## src/rtl/phy_pkg.sv

```systemverilog
// Shared PHY definitions: the COM alignment symbol, receive FSM state encoding and
// the default number of aligned COMs needed to declare a lane active.
package phy_pkg;

  localparam logic [7:0] COM_SYMBOL = 8'hBC;

  localparam logic [1:0] ST_HUNT   = 2'd0;
  localparam logic [1:0] ST_SYNC   = 2'd1;
  localparam logic [1:0] ST_ACTIVE = 2'd2;

  localparam int unsigned COM_COUNT_DEF = 4;

endpackage

```

## src/rtl/sipo_shift.sv

```systemverilog
// Serial-in/parallel-out shift register, MSB first. nxt is the combinational view of
// the register after the current bit is shifted in, so the FSM can act on it this edge.
module sipo_shift #(
  parameter int DATA_W = 8
) (
  input  logic              clk_32f,
  input  logic              clear,
  input  logic              data_in,
  output logic [DATA_W-1:0] sr,
  output logic [DATA_W-1:0] nxt
);

  logic [DATA_W-1:0] sr_r;

  assign nxt = {sr_r[DATA_W-2:0], data_in};
  assign sr  = sr_r;

  // shift one bit per edge; clear wins over shifting
  always_ff @(posedge clk_32f) begin
    if (clear) begin
      sr_r <= {DATA_W{1'b0}};
    end else begin
      sr_r <= nxt;
    end
  end

endmodule

```

## src/rtl/serial_paralelo_rx.sv

```systemverilog
// Per-lane serial-to-parallel receiver: aligns to the COM symbol, declares the lane
// active after COM_COUNT aligned COMs, then strobes out every non-COM byte.
module serial_paralelo_rx
  import phy_pkg::*;
#(
  parameter int              DATA_W    = 8,
  parameter logic [DATA_W-1:0] COM     = COM_SYMBOL,
  parameter int              COM_COUNT = COM_COUNT_DEF
) (
  input  logic              clk_32f,
  input  logic              reset,
  input  logic              data_in,
  output logic [DATA_W-1:0] data_out,
  output logic              valid_out,
  output logic              active
);

  localparam int                CNT_W    = $clog2(DATA_W);
  localparam logic [CNT_W-1:0]  LAST_BIT = CNT_W'(DATA_W - 1);
  localparam logic [3:0]        COM_LAST = 4'(COM_COUNT - 1);

  logic [DATA_W-1:0] sr_unused_s;
  logic [DATA_W-1:0] nxt_s;

  logic [1:0]        state_r;
  logic [1:0]        state_s;
  logic [CNT_W-1:0]  bit_cnt_r;
  logic [CNT_W-1:0]  bit_cnt_s;
  logic [CNT_W-1:0]  bit_inc_s;
  logic [3:0]        com_cnt_r;
  logic [3:0]        com_cnt_s;

  logic [DATA_W-1:0] data_out_r;
  logic [DATA_W-1:0] data_out_s;
  logic              valid_out_r;
  logic              valid_out_s;
  logic              active_r;
  logic              active_s;

  logic              boundary_s;
  logic              com_hit_s;
  logic              last_com_s;

  sipo_shift #(
    .DATA_W (DATA_W)
  ) u_sipo_shift (
    .clk_32f (clk_32f),
    .clear   (reset),
    .data_in (data_in),
    .sr      (sr_unused_s),
    .nxt     (nxt_s)
  );

  assign boundary_s = (bit_cnt_r == LAST_BIT);
  assign com_hit_s  = (nxt_s == COM);
  assign last_com_s = (com_cnt_r == COM_LAST);
  assign bit_inc_s  = boundary_s ? {CNT_W{1'b0}} : bit_cnt_r + {{(CNT_W-1){1'b0}}, 1'b1};

  // state, counters and registered outputs
  always_ff @(posedge clk_32f) begin
    if (reset) begin
      state_r     <= ST_HUNT;
      bit_cnt_r   <= {CNT_W{1'b0}};
      com_cnt_r   <= 4'd0;
      data_out_r  <= {DATA_W{1'b0}};
      valid_out_r <= 1'b0;
      active_r    <= 1'b0;
    end else begin
      state_r     <= state_s;
      bit_cnt_r   <= bit_cnt_s;
      com_cnt_r   <= com_cnt_s;
      data_out_r  <= data_out_s;
      valid_out_r <= valid_out_s;
      active_r    <= active_s;
    end
  end

  // next state: sliding COM search in HUNT, boundary-only checks once locked
  always_comb begin
    state_s   = state_r;
    bit_cnt_s = bit_cnt_r;
    com_cnt_s = com_cnt_r;
    case (state_r)
      ST_HUNT: begin
        bit_cnt_s = {CNT_W{1'b0}};
        if (com_hit_s) begin
          state_s   = ST_SYNC;
          com_cnt_s = 4'd1;
        end else begin
          state_s   = ST_HUNT;
          com_cnt_s = 4'd0;
        end
      end
      ST_SYNC: begin
        bit_cnt_s = bit_inc_s;
        if (boundary_s && com_hit_s) begin
          if (last_com_s) begin
            state_s = ST_ACTIVE;
          end else begin
            com_cnt_s = com_cnt_r + 4'd1;
          end
        end else if (boundary_s) begin
          // lost alignment: the failing window is not re-searched on this edge
          state_s   = ST_HUNT;
          com_cnt_s = 4'd0;
          bit_cnt_s = {CNT_W{1'b0}};
        end else begin
          state_s = ST_SYNC;
        end
      end
      ST_ACTIVE: begin
        state_s   = ST_ACTIVE;
        bit_cnt_s = bit_inc_s;
      end
      default: begin
        state_s   = ST_HUNT;
        bit_cnt_s = {CNT_W{1'b0}};
        com_cnt_s = 4'd0;
      end
    endcase
  end

  // next output values; valid is a single-cycle strobe on data boundaries only
  always_comb begin
    data_out_s  = data_out_r;
    valid_out_s = 1'b0;
    active_s    = active_r;
    case (state_r)
      ST_SYNC: begin
        if (boundary_s && com_hit_s && last_com_s) begin
          active_s = 1'b1;
        end else begin
          active_s = active_r;
        end
      end
      ST_ACTIVE: begin
        if (boundary_s && !com_hit_s) begin
          data_out_s  = nxt_s;
          valid_out_s = 1'b1;
        end else begin
          data_out_s  = data_out_r;
          valid_out_s = 1'b0;
        end
      end
      default: begin
        data_out_s  = data_out_r;
        valid_out_s = 1'b0;
        active_s    = active_r;
      end
    endcase
  end

  assign data_out  = data_out_r;
  assign valid_out = valid_out_r;
  assign active    = active_r;

endmodule
```

## config.mk

```make
export PLATFORM = sky130hd
export DESIGN_NAME = serial_paralelo_rx
export DESIGN_NICKNAME = d
export VERILOG_FILES = /design/src/rtl/phy_pkg.sv /design/src/rtl/sipo_shift.sv /design/src/rtl/serial_paralelo_rx.sv
export SDC_FILE = /design/constraint.sdc
export NUM_CORES = 1
export LEC_CHECK = 0
export ABC_AREA = 1
export CORE_MARGIN = 5
export CORE_UTILIZATION = 35
export DETAILED_ROUTE_END_ITERATION = 8
export PLACE_DENSITY = 0.58
export SLEW_MARGIN = 0
export SYNTH_ARGS = -nofsm -noshare
export SYNTH_HDL_FRONTEND = slang
export SYNTH_SLANG_ARGS = --single-unit
```

## constraint.sdc

```tcl
create_clock -name clk_32f -period 1.95 [get_ports clk_32f]
set_clock_uncertainty 0.2 [all_clocks]
set_input_delay 0.195 -clock clk_32f [delete_from_list [all_inputs] [get_ports clk_32f]]
set_output_delay 0.195 -clock clk_32f [all_outputs]
set_load 0.03 [all_outputs]
```

### Where the registers sit

Bar = 20 um. Other sequential cells in the stronger grey, the rest of the logic in the fainter grey.
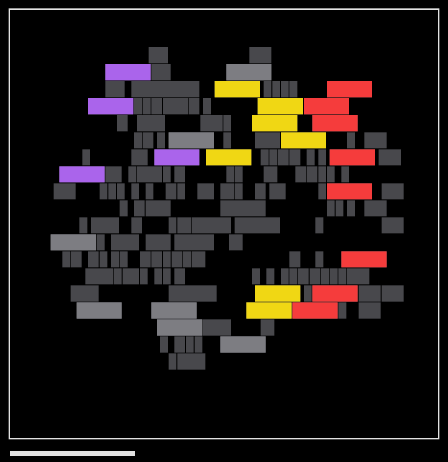
[data_out] red | placed flops: 8
[u_sipo_shift.sr] yellow | placed flops: 7
[com_cnt_r] purple | placed flops: 4
not coloured: 7

==> run_results.csv <==
group,metric,value,unit
outcome,outcome,"finished, final reports clean",
placement,io_buffers,12,
global_route,grt_start_max_net_pins,16,
cells_and_area,area_delta_synth_final,19.3,%
detailed_routing,wire_per_inst,10.0,um
setup_path,worst_ep_arrival,1.35,ns
yosys,yosys-stat-cells,142,
yosys,ys_sh_xor,0.733,%
yosys,synth-main-ff-cell,"dfxtp_1",
clock_tree,tritoncts,"yes",
pwr,switch_share,19.0,%
global_route,grt_pass1_vias,873,
yosys,yosysTopAreaCell,"dfxtp_1",
worst_hold_path,hold_path.class,"reg2reg",
global_route,grt_busiest_layer,"met2",
worst_hold_path,hold-path-cell-count,1,
cells_and_area,share_of_post_route_cells_with_drive_strength_above_1,14.6,%
yosys,yosys_warnings,0,
setup_path,beginning_of_the_worst_register_to_register_path,"bit_cnt_r[0]",
setup_path,worst-r2r-cell-count,8,
cells_and_area,largest_register_ffs,8,
setup_path,worstPathRequired,1.55,ns
clock_tree,cts.htree.levels,1,
pwr,seq_power_share,57.9,%
detailed_routing,detailedRoute.firstPassIterationCount,4,
setup_path,critPathMaxStageDelay,0.67,ns
setup_path,slowest_stage,"clkdlybuf4s50_1",
detailed_routing,detail_route.vias_per_cell,4.36,
detailed_routing,drt_drc_violations_left,0,
pwr,net_switching,0.000176,W
yosys,synth_async_sr_flop_share,0,%
yosys,ys_top_logic_family,"simple AND/OR/NAND/NOR gates",
floorplanning,placeableCoreArea,3310,um^2
cells_and_area,final_cell_mix,"nor2_1 (32), dfxtp_1 (26), inv_1 (20), clkdlybuf4s50_1 (12)",
flow_run,openroad.warnings,29,
clock_tree,postCtsResizedCells,0,
floorplanning,die_area,4680,um^2
setup_path,cp.buffers_inverters,1,
pwr,p_clk,0.000365,W
floorplanning,die.size.x,68.4,um
setup_path,path_delay_family,"buffers and inverters",
yosys,enable_flop_cells,0,
detailed_routing,met3_length,112,um
setup_path,startpoint_type,"flop",
detailed_routing,maxUsedRoutingLayer,"met4",
detailed_routing,route.vias.total,886,
setup_path,path_class,"reg2out",
global_route,grt_first_pass_wirelength,3.68,mm
setup_path,worstPathCellList,"clkdlybuf4s50_1",
yosys,ys_types,23,
placement,post-dp-hpwl,1.63,mm
clock_tree,tritoncts.num_buffers,3,
setup_path,critPathLaunch,"data_out[5]",
detailed_routing,wl,2.03,mm
setup_path,timing.critical_path.depth,1,
final_timing,worst_tran_pin_value,0.333,ns
clock_tree,cts_buffer_depth,2,
yosys,synth_area_per_cell,8.41,um^2
global_route,groute.layer.met2.usage,18.1,%
pwr,intPower,0.000752,W
flow_run,drv.max_cap_violation_count,0,
clock_tree,worstSkewPairLatency,0.32,ns
final_timing,upper_clock_frequency_limit,0.573,GHz
yosys,ys.flops,26,
global_route,grtUsageMet1,12.0,%
final_timing,fin_tns_setup,0,ns
yosys,syn_area,1190,um^2
detailed_routing,antenna_left,0,
cells_and_area,antennaDiodeCount,0,
pwr,power_leader,"registers",
placement,gp_congestion,0.725,
detailed_routing,initialDrtViolationCount,46,
yosys,synthesis.nets,152,
final_timing,finalHoldViolations,0,
yosys,ys_sh_aoi,8.80,%
floorplanning,std_cell_rows,21,
pwr,max-vdd-ir-drop,0.000366,V
clock_tree,hold_buf_count_cts,0,
worst_hold_path,min_delay_worst_endpoint,"bit_cnt_r[0]",
final_timing,worst_slew_margin_rel,77.8,%
global_route,initial_antenna_violation_count,0,
### Signal wires by layer

Two of the layers only.
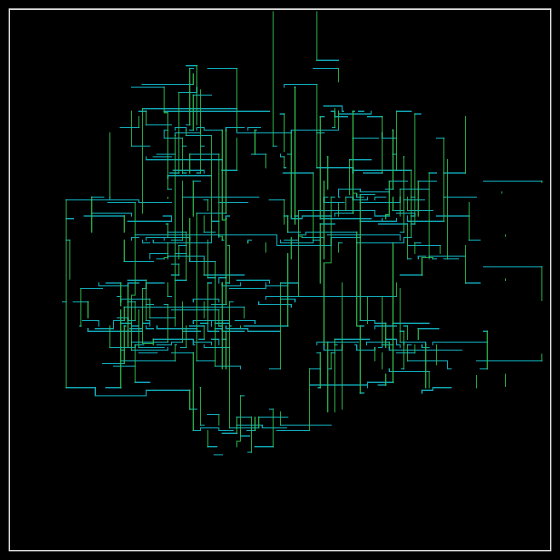
[metal 2] green | wire length: 988 um
[metal 1] cyan | wire length: 911 um

-- per-stage QoR --
step / worst slack (ns) / area (um^2) / total power, W / hold WS [ns]
floorplan: 0.382 / 1190 / 0.000564 / 0.0574
global placement: 0.272 / 1370 / 0.000574 / 0.213
detailed placement: 0.217 / 1370 / 0.000575 / 0.222
CTS: 0.181 / 1430 / 0.000941 / 0.242
global route: 0.117 / 1430 / 0.000972 / 0.262
finish: 0.204 / 1430 / 0.000928 / 0.240
-- final cells by class --
class	instances	area, um^2
Clock inverter	1	30.0
Inverter	22	83.8
Clock buffer	3	22.5
Tap cell	46	57.6
Multi-Input combinational cell	92	583
Sequential cell	26	520
Timing Repair Buffer	13	128
Fill cell	342	1890
Power and IR drop assume default switching activity.
